File: src/rtl/mem_write_buffer.sv
// Write-through store buffer with read-conflict draining; WB_COALESCE_EN merges stores into queued non-head entries.
// Memory request one cycle after IDLE arbitration, rd_valid one cycle after mem_ready; push_ready drops when full (no bypass).
module mem_write_buffer #(
  parameter int ADDR_W = 16,
  parameter int DATA_W = 32,
  parameter int DEPTH  = 4
) (
  input  logic                     clk,
  input  logic                     rst,
  input  logic                     push_valid,
  output logic                     push_ready,
  input  logic [ADDR_W-1:0]        push_addr,
  input  logic [DATA_W-1:0]        push_data,
  input  logic                     rd_req,
  input  logic [ADDR_W-1:0]        rd_addr,
  output logic                     rd_valid,
  output logic [DATA_W-1:0]        rd_data,
  output logic                     mem_req,
  output logic                     mem_we,
  output logic [ADDR_W-1:0]        mem_addr,
  output logic [DATA_W-1:0]        mem_wdata,
  input  logic                     mem_ready,
  input  logic [DATA_W-1:0]        mem_rdata,
  output logic                     empty,
  output logic [$clog2(DEPTH):0]   count
);

  localparam int PW = $clog2(DEPTH);
  localparam int CW = PW + 1;

  typedef enum logic [1:0] {IDLE, WR_BUSY, RD_BUSY} state_t;

  state_t            state;
  logic [ADDR_W-1:0] ent_addr [DEPTH];
  logic [DATA_W-1:0] ent_data [DEPTH];
  logic [DEPTH-1:0]  ent_valid;
  logic [PW-1:0]     wr_ptr;
  logic [PW-1:0]     rd_ptr;
  logic [CW-1:0]     count_q;

  logic              full;
  logic              push_fire;
  logic              alloc;
  logic              pop;
  logic              conflict;
  logic              coal_hit;
  logic              coal_fire;
  logic [PW-1:0]     coal_idx;

  assign full       = (count_q == CW'(DEPTH));
  assign empty      = (count_q == '0);
  assign count      = count_q;
  assign push_ready = !full;
  assign push_fire  = push_valid && !full;
  assign pop        = (state == WR_BUSY) && mem_ready;
  assign alloc      = push_fire && !coal_hit;
  assign coal_fire  = push_fire && coal_hit;

  always_comb begin
    conflict = 1'b0;
    for (int i = 0; i < DEPTH; i++) begin
      if (ent_valid[i] && (ent_addr[i][ADDR_W-1:2] == rd_addr[ADDR_W-1:2]))
        conflict = 1'b1;
    end
  end

`ifdef WB_COALESCE_EN
  // The head is excluded: it may already be on the memory bus.
  always_comb begin
    coal_hit = 1'b0;
    coal_idx = '0;
    for (int i = 0; i < DEPTH; i++) begin
      if (ent_valid[i] && (PW'(i) != rd_ptr) &&
          (ent_addr[i][ADDR_W-1:2] == push_addr[ADDR_W-1:2])) begin
        coal_hit = 1'b1;
        coal_idx = PW'(i);
      end
    end
  end
`else
  assign coal_hit = 1'b0;
  assign coal_idx = '0;
`endif

  always_ff @(posedge clk) begin
    if (alloc) begin
      ent_addr[wr_ptr] <= push_addr;
      ent_data[wr_ptr] <= push_data;
    end else if (coal_fire) begin
      ent_data[coal_idx] <= push_data;
    end
  end

  always_ff @(posedge clk) begin
    if (rst) begin
      ent_valid <= '0;
      wr_ptr    <= '0;
      rd_ptr    <= '0;
      count_q   <= '0;
    end else begin
      if (pop) begin
        ent_valid[rd_ptr] <= 1'b0;
        rd_ptr            <= rd_ptr + 1'b1;
      end
      if (alloc) begin
        ent_valid[wr_ptr] <= 1'b1;
        wr_ptr            <= wr_ptr + 1'b1;
      end
      case ({alloc, pop})
        2'b10:   count_q <= count_q + 1'b1;
        2'b01:   count_q <= count_q - 1'b1;
        default: count_q <= count_q;
      endcase
    end
  end

  // rd_valid high means the held rd_req was just answered; do not reissue it.
  always_ff @(posedge clk) begin
    if (rst) begin
      state     <= IDLE;
      mem_req   <= 1'b0;
      mem_we    <= 1'b0;
      mem_addr  <= '0;
      mem_wdata <= '0;
      rd_valid  <= 1'b0;
      rd_data   <= '0;
    end else begin
      rd_valid <= 1'b0;
      case (state)
        IDLE: begin
          if (rd_req && !rd_valid && !conflict) begin
            state     <= RD_BUSY;
            mem_req   <= 1'b1;
            mem_we    <= 1'b0;
            mem_addr  <= rd_addr;
            mem_wdata <= '0;
          end else if (!empty) begin
            state     <= WR_BUSY;
            mem_req   <= 1'b1;
            mem_we    <= 1'b1;
            mem_addr  <= ent_addr[rd_ptr];
            mem_wdata <= ent_data[rd_ptr];
          end
        end
        WR_BUSY: begin
          if (mem_ready) begin
            state   <= IDLE;
            mem_req <= 1'b0;
            mem_we  <= 1'b0;
          end
        end
        RD_BUSY: begin
          if (mem_ready) begin
            state    <= IDLE;
            mem_req  <= 1'b0;
            rd_valid <= 1'b1;
            rd_data  <= mem_rdata;
          end
        end
        default: begin
          state   <= IDLE;
          mem_req <= 1'b0;
          mem_we  <= 1'b0;
        end
      endcase
    end
  end

endmodule

File: config.mk
export PLATFORM = sky130hd
export DESIGN_NAME = mem_write_buffer
export DESIGN_NICKNAME = d
export VERILOG_FILES = /design/src/rtl/mem_write_buffer.sv
export SDC_FILE = /design/constraint.sdc
export NUM_CORES = 1
export LEC_CHECK = 0
export CAP_MARGIN = 20
export CORE_ASPECT_RATIO = 0.75
export CORE_MARGIN = 10
export CORE_UTILIZATION = 54
export DETAILED_ROUTE_END_ITERATION = 8
export GPL_TIMING_DRIVEN = 0
export PLACE_DENSITY_LB_ADDON = 0.08
export SETUP_SLACK_MARGIN = 0.15
export SLEW_MARGIN = 10
export SYNTH_ARGS = -nofsm -noshare
export SYNTH_HDL_FRONTEND = slang
export SYNTH_SLANG_ARGS = --single-unit
File: constraint.sdc
create_clock -name clk -period 2.6 [get_ports clk]
set_clock_uncertainty 0.05 [all_clocks]
set_input_delay 0.39 -clock clk [delete_from_list [all_inputs] [get_ports clk]]
set_output_delay 0.39 -clock clk [all_outputs]
set_load 0.03 [all_outputs]
Figure 1. Met1 routing.
Scale bar: 50 um. Supply wires on this layer in gray.
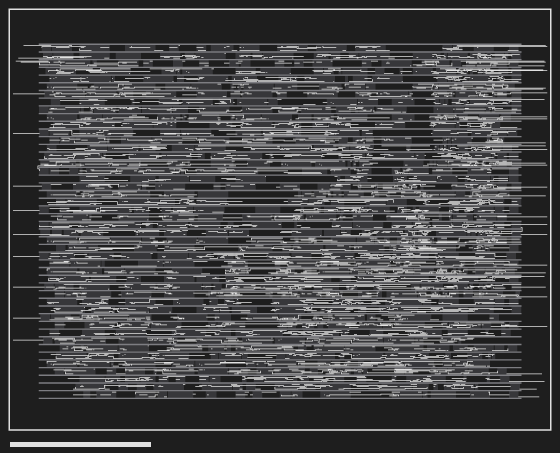
The wires run mostly horizontal. The layer holds 43% of the routed length. The layer carries 12300 um of wire.
via count: 7111
final WL: 28600 um
global routing usage on met1: 0.252

Figure 2. Drive-strength map.
Scale bar: 50 um.
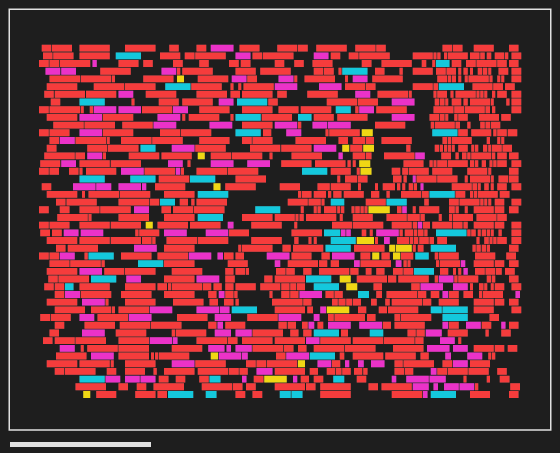
Key: drive 3 to 4 = yellow [cells 22, share 2.2%]; drive 2 = magenta [cells 140, share 14%]; drive 1 or less = red [cells 793, share 79%]; drive 6 and up = cyan [cells 53, share 5.3%]
buffer count excluding the clock tree in the final layout: 230
final worst slack: 207 ps
Area growth syn-to-layout: 28.3%
final instance area: 15200 um2

Figure 3. Routing congestion.
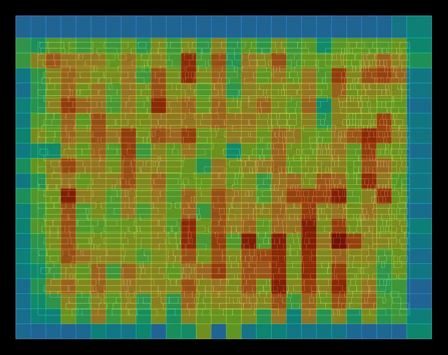
global routing usage on met2: 0.331
post-layout util: 0.710
DR WL/cell: 22.1 um
met3 usage: 0.0491
Most Used Layer, Global Route: met2

Figure 4. A small window of the routed layout.
Scale bar: 10 um. Region (75, 24) to (115, 64) um. Cells in gray, sequential cells in the stronger gray; small squares are vias.
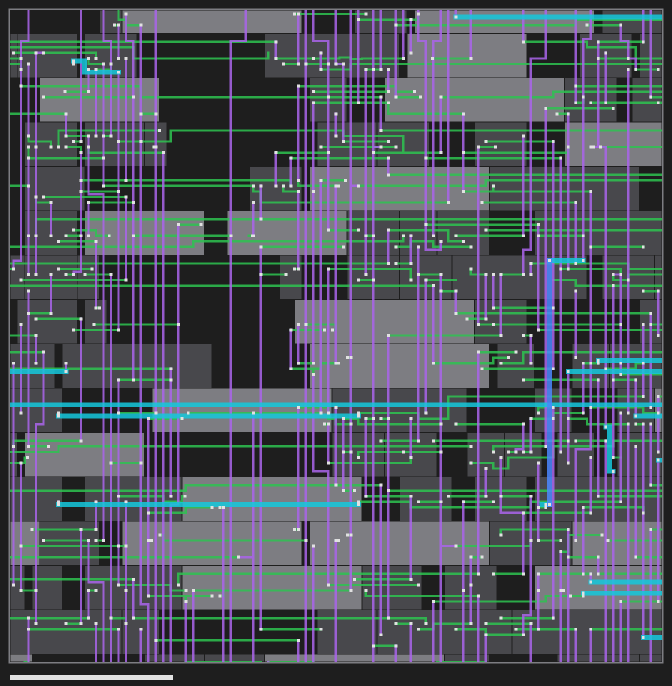
Key: met3 = cyan; met4 = blue; met1 = green; met2 = purple
Netlist names of flops here include ent_addr (13), mem_addr (4). Sequential cells in the window: 18. Most frequent: xnor2_1 (13), edfxtp_1 (13). 81 logic cells have their middle in the window.

Figure 5. M2 wires.
Scale bar: 50 um.
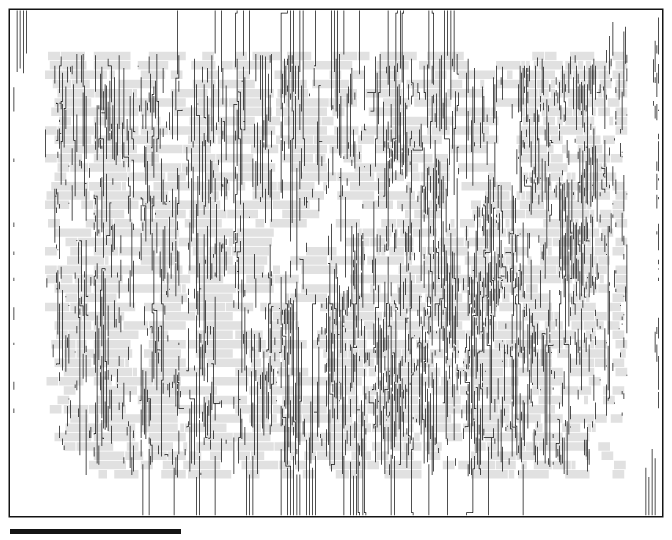
The layer holds 48% of the routed length. The longest straight run is 51.7 um.

-- power by group --
part           internal (mW)  total (mW)  switching [mW]  leakage (nW)
clock                   2.57        4.31            1.74         0.488
combinational           1.03        2.38            1.35          2.13
sequential              5.29        5.49           0.198          2.56
-- through the flow --
step	setup slack (ps)	cell area (um2)	std cells	util
final	207	15200	1297	0.710
after global routing	135	15200	1296	0.710
after CTS	122	15000	1294	0.704
after detailed placement	-379	13900	1240	0.653
after global placement	-352	13900	1240	0.652
after floorplan	174	11800	778	-
-- routing by layer --
layer | wire length, um | global-route usage | vias to the layer above
met5 | 11 | 0 | -
met4 | 466 | 0.0405 | 2
met3 | 2180 | 0.0491 | 40
met2 | 13700 | 0.331 | 265
met1 | 12300 | 0.252 | 3531
li1 | - | - | 3273
==> results.ini <==
[clocking]
clock_tree_from_tritoncts=yes
cts_resized=21
clock.latency.late_pin_ps=550

[synth]
synthDistinctLibCells=41
synth.mux.area_fraction=0.108
synth.cells.most_frequent=edfxtp_1 (192), dfxtp_1 (98), nand2_1 (73), inv_1 (60), mux4_2 (48)
synth-seq-cells=290
ff_type=edfxtp_1
ys_top_logic_family=multiplexers
xor_area_frac=0.0445
synth.area.top_cells=edfxtp_1 (49%), dfxtp_1 (17%), mux4_2 (9.1%)
fa_ha_area_frac=0.0144
synth-seq-area-share=0.654

[critical_path]
crit_path_start_kind=flop
worstSetupPathDepth=8
cp_data_required_time_ps=3010
critical_path_peak_fanout=10
crit_path_max_incr_delay_ps=540
r2r-end=mem_wdata[10]$_SDFFE_PP0P_
worstSetupPathType=reg -> reg
rr_startpoint=ent_addr[1][3]$_DFFE_PP_
critPathSlowestCell=or4_4

[die]
number_of_well_taps=288
placementRows=46
ioPinCount=189
chip_footprint_um2=28300

[timing]
slew-limit-headroom=0.445
fin_worst_hold_slack_ps=159
setup_viol_count_final=0
worst_slew_pin_slew_ps=832

[flow_run]
max-cap-violations=0

[final_layout]
area.share.combinational=0.245
seqAreaFraction=0.510
logic_area_um2=3720
layout.nonclk_buf_frac=0.140
mostFrequentLayoutCells=edfxtp_1 (192), clkdlybuf4s50_1 (172), dfxtp_1 (98), nand2_1 (73), inv_1 (57)
final_nets=1100
logic_gate_count=376
largest_cell_class=registers

[run_status]
status=completed

[worst_hold_path]
path_class_of_the_lowest_slack_min_delay_path=in -> reg
worst_hold_path.num_cells=3
hold_end=mem_addr[2]$_SDFFE_PP0P_

[route]
vias_per_cell=5.48
drt-pass1-iter-count=5

[power]
power_after_layout_mw=12.2
power-per-cell-area_nw_per_um2=803

[placed_design]
dp_hpwl_um=19600

[global_route]
grt_pass1_wl_um=43500
grtUsageTotal=0.197

Power figures rest on the tool's default switching activity, not on a simulated workload.
